placement.png
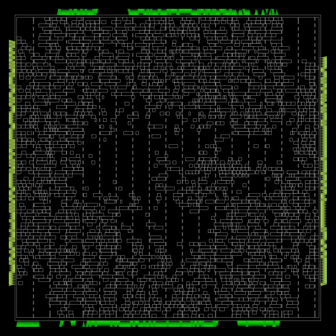
logic_types.png
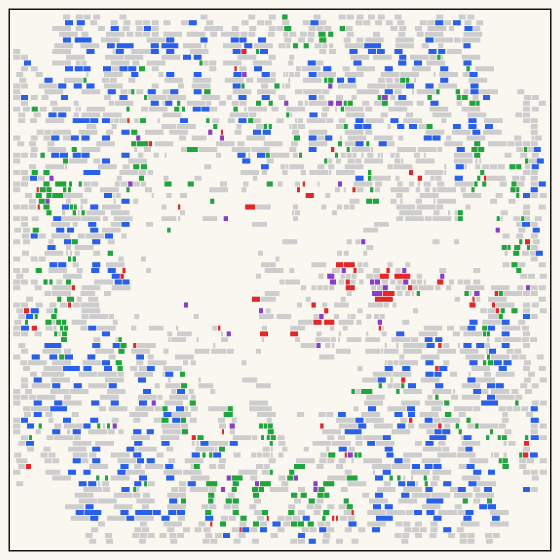
io_fan.png
Scale bar: 100 µm.
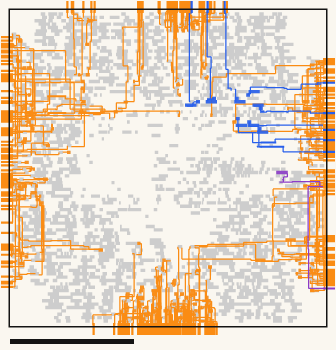
power_grid.png
Scale bar: 100 µm. Pins as bars on the die edge. Tap cells in grey.
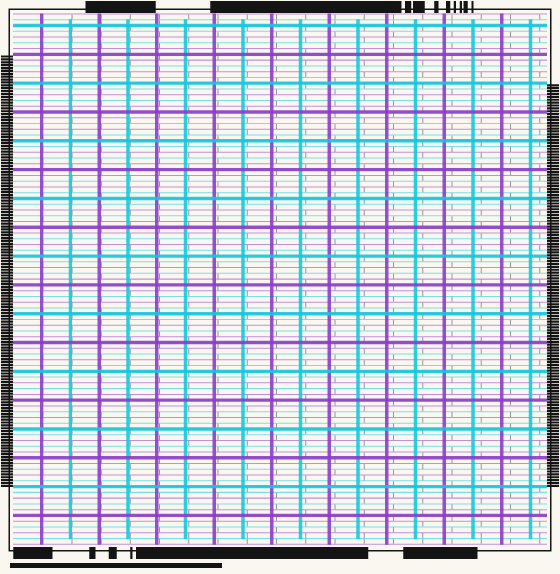
[src/rtl/axi3_regbank.sv]
// Register bank behind the AXI3 slave bridge's req/ack bus: ID, W1C interrupt pending, control and status words.
// Optional MASK register at 0x008 when AXI3_REGBANK_IRQMASK_EN is defined.
module axi3_regbank #(
  parameter int              ADDR     = 32,
  parameter int              DATA     = 32,
  parameter int              NCTL     = 8,
  parameter int              NSTAT    = 8,
  parameter int              NIRQ     = 8,
  parameter logic [DATA-1:0] CTLRESET = '0,
  parameter logic [DATA-1:0] IDWORD   = 32'h52454742
) (
  input  logic                  clk,
  input  logic                  resetn,
  input  logic [ADDR-1:0]       busaddr,
  input  logic [DATA-1:0]       buswdata,
  input  logic [DATA/8-1:0]     buswstrb,
  input  logic                  buswr,
  input  logic                  busreq,
  output logic                  busack,
  output logic                  buserr,
  output logic [DATA-1:0]       busrdata,
  output logic [NCTL*DATA-1:0]  ctl,
  input  logic [NSTAT*DATA-1:0] stat,
  input  logic [NIRQ-1:0]       irqin,
  output logic                  irq
);

  typedef enum logic {IDLE, RESP} state_t;

  state_t          r_state, w_next;
  logic [DATA-1:0] r_ctl [NCTL];
  logic [NIRQ-1:0] r_pend, r_irq_d;
  logic            r_irq, r_err;
  logic [DATA-1:0] r_rdata;

  logic [11:0]     w_off;
  logic [5:0]      w_idx;
  logic            w_aligned, w_hit_id, w_hit_pend, w_hit_mask, w_hit_ctl, w_hit_stat;
  logic            w_err, w_fire, w_we;
  logic [DATA-1:0] w_bmask, w_wbits, w_ctl_rd, w_stat_rd, w_mask_rd, w_rdata;
  logic [NIRQ-1:0] w_rise, w_clr, w_irq_src;
  logic            w_unused;

  // Base decode happens upstream; only the low 12 address bits matter here.
  assign w_unused  = &{1'b0, busaddr[ADDR-1:12]};
  assign w_off     = busaddr[11:0];
  assign w_idx     = w_off[7:2];
  assign w_aligned = (w_off[1:0] == 2'b00);

  assign w_hit_id   = (w_off == 12'h000);
  assign w_hit_pend = (w_off == 12'h004);
  assign w_hit_ctl  = (w_off[11:8] == 4'h1) && ({1'b0, w_idx} < 7'(NCTL));
  assign w_hit_stat = (w_off[11:8] == 4'h2) && ({1'b0, w_idx} < 7'(NSTAT));
`ifdef AXI3_REGBANK_IRQMASK_EN
  assign w_hit_mask = (w_off == 12'h008);
`else
  assign w_hit_mask = 1'b0;
`endif

  assign w_err  = !w_aligned
               || !(w_hit_id || w_hit_pend || w_hit_mask || w_hit_ctl || w_hit_stat)
               || (buswr && (w_hit_id || w_hit_stat));
  assign w_fire = (r_state == IDLE) && busreq;
  assign w_we   = w_fire && buswr && !w_err;

  always_comb begin
    for (int k = 0; k < DATA/8; k++) w_bmask[8*k +: 8] = {8{buswstrb[k]}};
  end
  assign w_wbits = buswdata & w_bmask;

  // NOTE: every always_comb output gets a default first so no path leaves it unassigned (no latches).
  always_comb begin
    w_ctl_rd  = '0;
    w_stat_rd = '0;
    for (int i = 0; i < NCTL; i++)  if (6'(i) == w_idx) w_ctl_rd  = r_ctl[i];
    for (int i = 0; i < NSTAT; i++) if (6'(i) == w_idx) w_stat_rd = stat[DATA*i +: DATA];
  end

  always_comb begin
    w_rdata = '0;
    if (w_hit_id)        w_rdata = IDWORD;
    else if (w_hit_pend) w_rdata = DATA'(r_pend);
    else if (w_hit_mask) w_rdata = w_mask_rd;
    else if (w_hit_ctl)  w_rdata = w_ctl_rd;
    else if (w_hit_stat) w_rdata = w_stat_rd;
  end

  always_comb begin
    w_next = r_state;
    case (r_state)
      IDLE:    if (busreq) w_next = RESP;
      RESP:    w_next = IDLE;
      default: w_next = IDLE;
    endcase
  end

  // NOTE: sequential state uses non-blocking assignments so all flops sample pre-edge values together.
  always_ff @(posedge clk or negedge resetn) begin
    if (!resetn) begin
      r_state <= IDLE;
      r_err   <= 1'b0;
      r_rdata <= '0;
    end else begin
      r_state <= w_next;
      r_err   <= w_fire && w_err;
      r_rdata <= (w_fire && !w_err && !buswr) ? w_rdata : '0;
    end
  end

  // NOTE: the control bank is plain flops with a defined reset value, so every entry is reset.
  always_ff @(posedge clk or negedge resetn) begin
    if (!resetn) begin
      for (int i = 0; i < NCTL; i++) r_ctl[i] <= CTLRESET;
    end else begin
      for (int i = 0; i < NCTL; i++)
        if (w_we && w_hit_ctl && (6'(i) == w_idx))
          r_ctl[i] <= (r_ctl[i] & ~w_bmask) | w_wbits;
    end
  end

  // A same-cycle edge wins over a W1C clear so no edge is ever lost.
  assign w_rise = irqin & ~r_irq_d;
  assign w_clr  = (w_we && w_hit_pend) ? w_wbits[NIRQ-1:0] : '0;

  always_ff @(posedge clk or negedge resetn) begin
    if (!resetn) begin
      r_pend  <= '0;
      r_irq_d <= '0;
      r_irq   <= 1'b0;
    end else begin
      r_pend  <= (r_pend & ~w_clr) | w_rise;
      r_irq_d <= irqin;
      r_irq   <= |w_irq_src;
    end
  end

`ifdef AXI3_REGBANK_IRQMASK_EN
  logic [NIRQ-1:0] r_mask;

  always_ff @(posedge clk or negedge resetn) begin
    if (!resetn) r_mask <= '0;
    else if (w_we && w_hit_mask)
      r_mask <= (r_mask & ~w_bmask[NIRQ-1:0]) | w_wbits[NIRQ-1:0];
  end

  assign w_mask_rd = DATA'(r_mask);
  assign w_irq_src = r_pend & r_mask;
`else
  assign w_mask_rd = '0;
  assign w_irq_src = r_pend;
`endif

  for (genvar g = 0; g < NCTL; g++) begin : g_ctl
    assign ctl[DATA*g +: DATA] = r_ctl[g];
  end

  assign busack   = (r_state == RESP);
  assign buserr   = r_err;
  assign busrdata = r_rdata;
  assign irq      = r_irq;

endmodule

[config.mk]
export PLATFORM = sky130hd
export DESIGN_NAME = axi3_regbank
export DESIGN_NICKNAME = d
export VERILOG_FILES = /design/src/rtl/axi3_regbank.sv
export SDC_FILE = /design/constraint.sdc
export NUM_CORES = 1
export LEC_CHECK = 0
export CAP_MARGIN = 10
export CORE_UTILIZATION = 25
export DETAILED_ROUTE_END_ITERATION = 8
export PLACE_DENSITY = 0.48
export REMOVE_ABC_BUFFERS = 1
export SKIP_LAST_GASP = 1
export SLEW_MARGIN = 10
export SYNTH_ARGS = -nofsm -noshare
export SYNTH_HDL_FRONTEND = slang
export SYNTH_SLANG_ARGS = --single-unit
[constraint.sdc]
create_clock -name clk -period 2.9 [get_ports clk]
set_clock_uncertainty 0.05 [all_clocks]
set_input_delay 0.435 -clock clk [delete_from_list [all_inputs] [get_ports clk]]
set_output_delay 0.435 -clock clk [all_outputs]
set_load 0.05 [all_outputs]
==> changes_impl.md <==
## Implementation

- Top cells by area: dfrtp_1, mux2_2, mux2i_1
- Seq_cells: 307
- Uppermost layer routed: met5
- Post-CTS Hold Buffers: 1
- Pre-placement core utilization: 0.253
- CTS HTree Levels: 2
- Pin count of the biggest net entering global routing: 71
- Busiest grt layer: met2
- Post-Synth Simple-Gate Area: 0.0746
- Crit start category: input port
- Ys flop type: dfrtp_1
- Top logic family: multiplexers
- Signal buffers: 839
- Mux frac, synth: 0.258
- Synth async-reset ratio: 1.00
- DR iter-0 viols: 989
- RSZ-0062 raised after global routing: false
- Chip Area, Yosys: 16000 µm²
- Slowest CP cell: or4_2
- CTS tree: built
- Max Root-Sink Buffers: 3
- Dominant logic cell types in the final layout: clkdlybuf4s50_1, dfrtp_1, mux2_2, buf_4, nand2_1
- Register area share after synthesis: 0.481
- Clock root buffer: clkbuf_16
- Final ANT Viol Nets: 0
- Hold path depth: 1
- Worst reg2reg startpoint: busack
- Top area contributor share: 0.481
- MI comb cells: 911
- CP Cell Sequence: clkdlybuf4s50_1 > buf_12 > or4_2 > nor4_2 > nor3_4 > buf_4 > and3_1 > mux2_2
- Post-layout min period: 2.78 ns
- Post-placement cell count: 2921
- Synth flops: 307
- GRT Residual Overflow: 0
- Vias post-DR: 15400
- Post-route setup slack: 0.116 ns
- Dominant class by area: buffers
- Worst-margin pin slew: 0.707 ns
- Leak: 11.6 nW
- Residual DRC: 0
- Delay of the slowest critical-path stage: 0.75 ns
- Final nets: 2453
- Req. time, crit path: 3.28 ns
- # clock sinks: 307
- Layout area overhead: 65.6%
- Register area: 7680 µm²
- Tot Pwr: 0.0106 W
- Initial antenna violation count: 14
- Final period utilization: 0.960
- Net load switching power: 0.00250 W
- Post-synth EDFFs: 0
- Placed inst area: 25100 µm²
- Gate Count Post-Synth: 1332
- DR WL met3: 5780 µm
- Antenna cells: 4
- WL met1: 37100 µm
- Register-to-register setup slack: 0.22 ns
- Clk latency late pin: 0.56 ns
- Most common cell in the netlist: dfrtp_1
- Fmax: 359 MHz
- Fin Hold WS: 0.312 ns
- First-pass iteration count of the detailed router: 5
- Gpl congestion: 0.902
- Crit end category: flop
- PD cells: 399 nW/µm²
- Invs w/o clock: 19
- WP data arrival: 3.16 ns
- Max_cap viols: 0
- Tool warnings: 45
- HP Start: irqin[4]
- # Taps: 846
- FA/HA/MAJ Cells, Area Fraction: 0
- Final setup fails: 0
- Number of fillers in the final layout: 6094
- # Cells Yosys: 1332
- Routing usage on met1: 0.342
- Outcome: completed
- Worst hold path class: in -> reg
- XOR-XNOR Cells, Area Fraction: 0.000548
- Cell Int Power: 0.00807 W
- Cts repair resizes: 0
- Logic pwr share: 0.110
- CTS buffer count: 39
- CLK BUF: 59
- Rel. slew slack: 0.522
- Final Cell Area: 26500 µm²
- Clock Pin Slew Worst Setup and Hold Paths: 0.06 ns
- Yosys warns: 0
- Fin Setup TNS: 0 ns
- HPWL Detailed: 66600 µm
- Crit Path Category: in -> reg
- Clock network share of area: 0.0506
- Signal buf overhead: 0.317
- Sw Ratio: 0.236
- Commonest cells post-synth: dfrtp_1, mux2_2, nand2_1, mux2i_1, o21ai_0
- Worst-path maximum fanout: 8
- Met2 Track Usage GR: 0.439
- Combinational gate area: 7910 µm²
- Complex-gate fraction of the synthesized area: 0.156
- Hold Path Sink: r_irq_d[4]
- Final hold vios: 0
- Register share of total power: 0.406
- Max-slew violation count: 0
- Final WL: 86700 µm
- Vias per cell: 5.15
- Avg Inst Size Synth: 12.0 µm²
- Worst reg2reg path depth: 7
- Full die area: 65000 µm²
- Postcts setup bufs: 0
- WL met2: 42000 µm
- Largest area contributor in the synthesized netlist: dfrtp_1
- First-pass GRT wire length: 120000 µm
- Share of cells above drive strength 1: 0.287
- Avg WL per Cell: 28.9 µm
- GR Util All Layers: 0.262
- Clock power frac: 0.484
- Dpl ws: -0.472 ns
- Netlist Area Pre-Place: 16000 µm²
- Vias in the first global route: 16400
- Met3 Use GR: 0.0562
- Unique cell types: 71
Back to the opening pictures, placement.png:
core area: 63100 µm²
Final Core Density: 0.420
sequential share of cell area: 0.290
Site Rows: 92

Back to the opening pictures, logic_types.png:
Key: blue = multiplexers [cells 357, most used mux2_2, where spread over the die]; red = NOR gates [cells 69]; purple = AND and OR gates [cells 44, most used or3_1]; green = inverting AOI/OAI gates [cells 271, most used o21ai_0, where spread over the die]
most numerous logic cell after layout: clkdlybuf4s50_1
fraction of area in multi-input gates: 0.299
number of non-filler instances in the completed layout: 2996

Back to the opening pictures, io_fan.png:
Key: orange = stat [bits 256, direction input, end cells 187, wire 9540 µm]; blue = irqin [bits 8, direction input, end cells 16, wire 649 µm]; purple = busack [bits 1, direction output, end cells 1, wire 157 µm]
input/output buffers: 606
I/O pin count: 627

Back to the opening pictures, power_grid.png:
Key: cyan = VDD; purple = VSS
18 straps on met4. 846 tap cells.
maximum vdd drop: 0.288 mV
Die X: 255 µm

-- power groups by stage --
stage	logic, W	clock network [W]	registers [W]
after floorplan	0.000194	0	0.00438
after global placement	0.00117	0	0.00437
after detailed placement	0.00117	0	0.00437
after CTS	0.00118	0.00523	0.00430
after global routing	0.00124	0.00542	0.00429
final	0.00116	0.00511	0.00430
-- how the worst max path moves through the flow --
stage	startpoint	end	slack, ns	cells after the start
after floorplan	busaddr[6]	busrdata[5]	-2.41	5
after global placement	busaddr[1]	flop	-0.47	8
after detailed placement	busreq	flop	-0.47	8
after CTS	busack	flop	0.03	7
after global routing	busaddr[4]	flop	0.05	8
final	busaddr[4]	flop	0.12	8
-- critical path, delay by kind of cell --
kind	cells	cell delay, ns
buffers and inverters	3	0.79
AND/OR/NAND/NOR	4	1.59
multiplexers	1	0.34
Power and IR drop assume default switching activity.
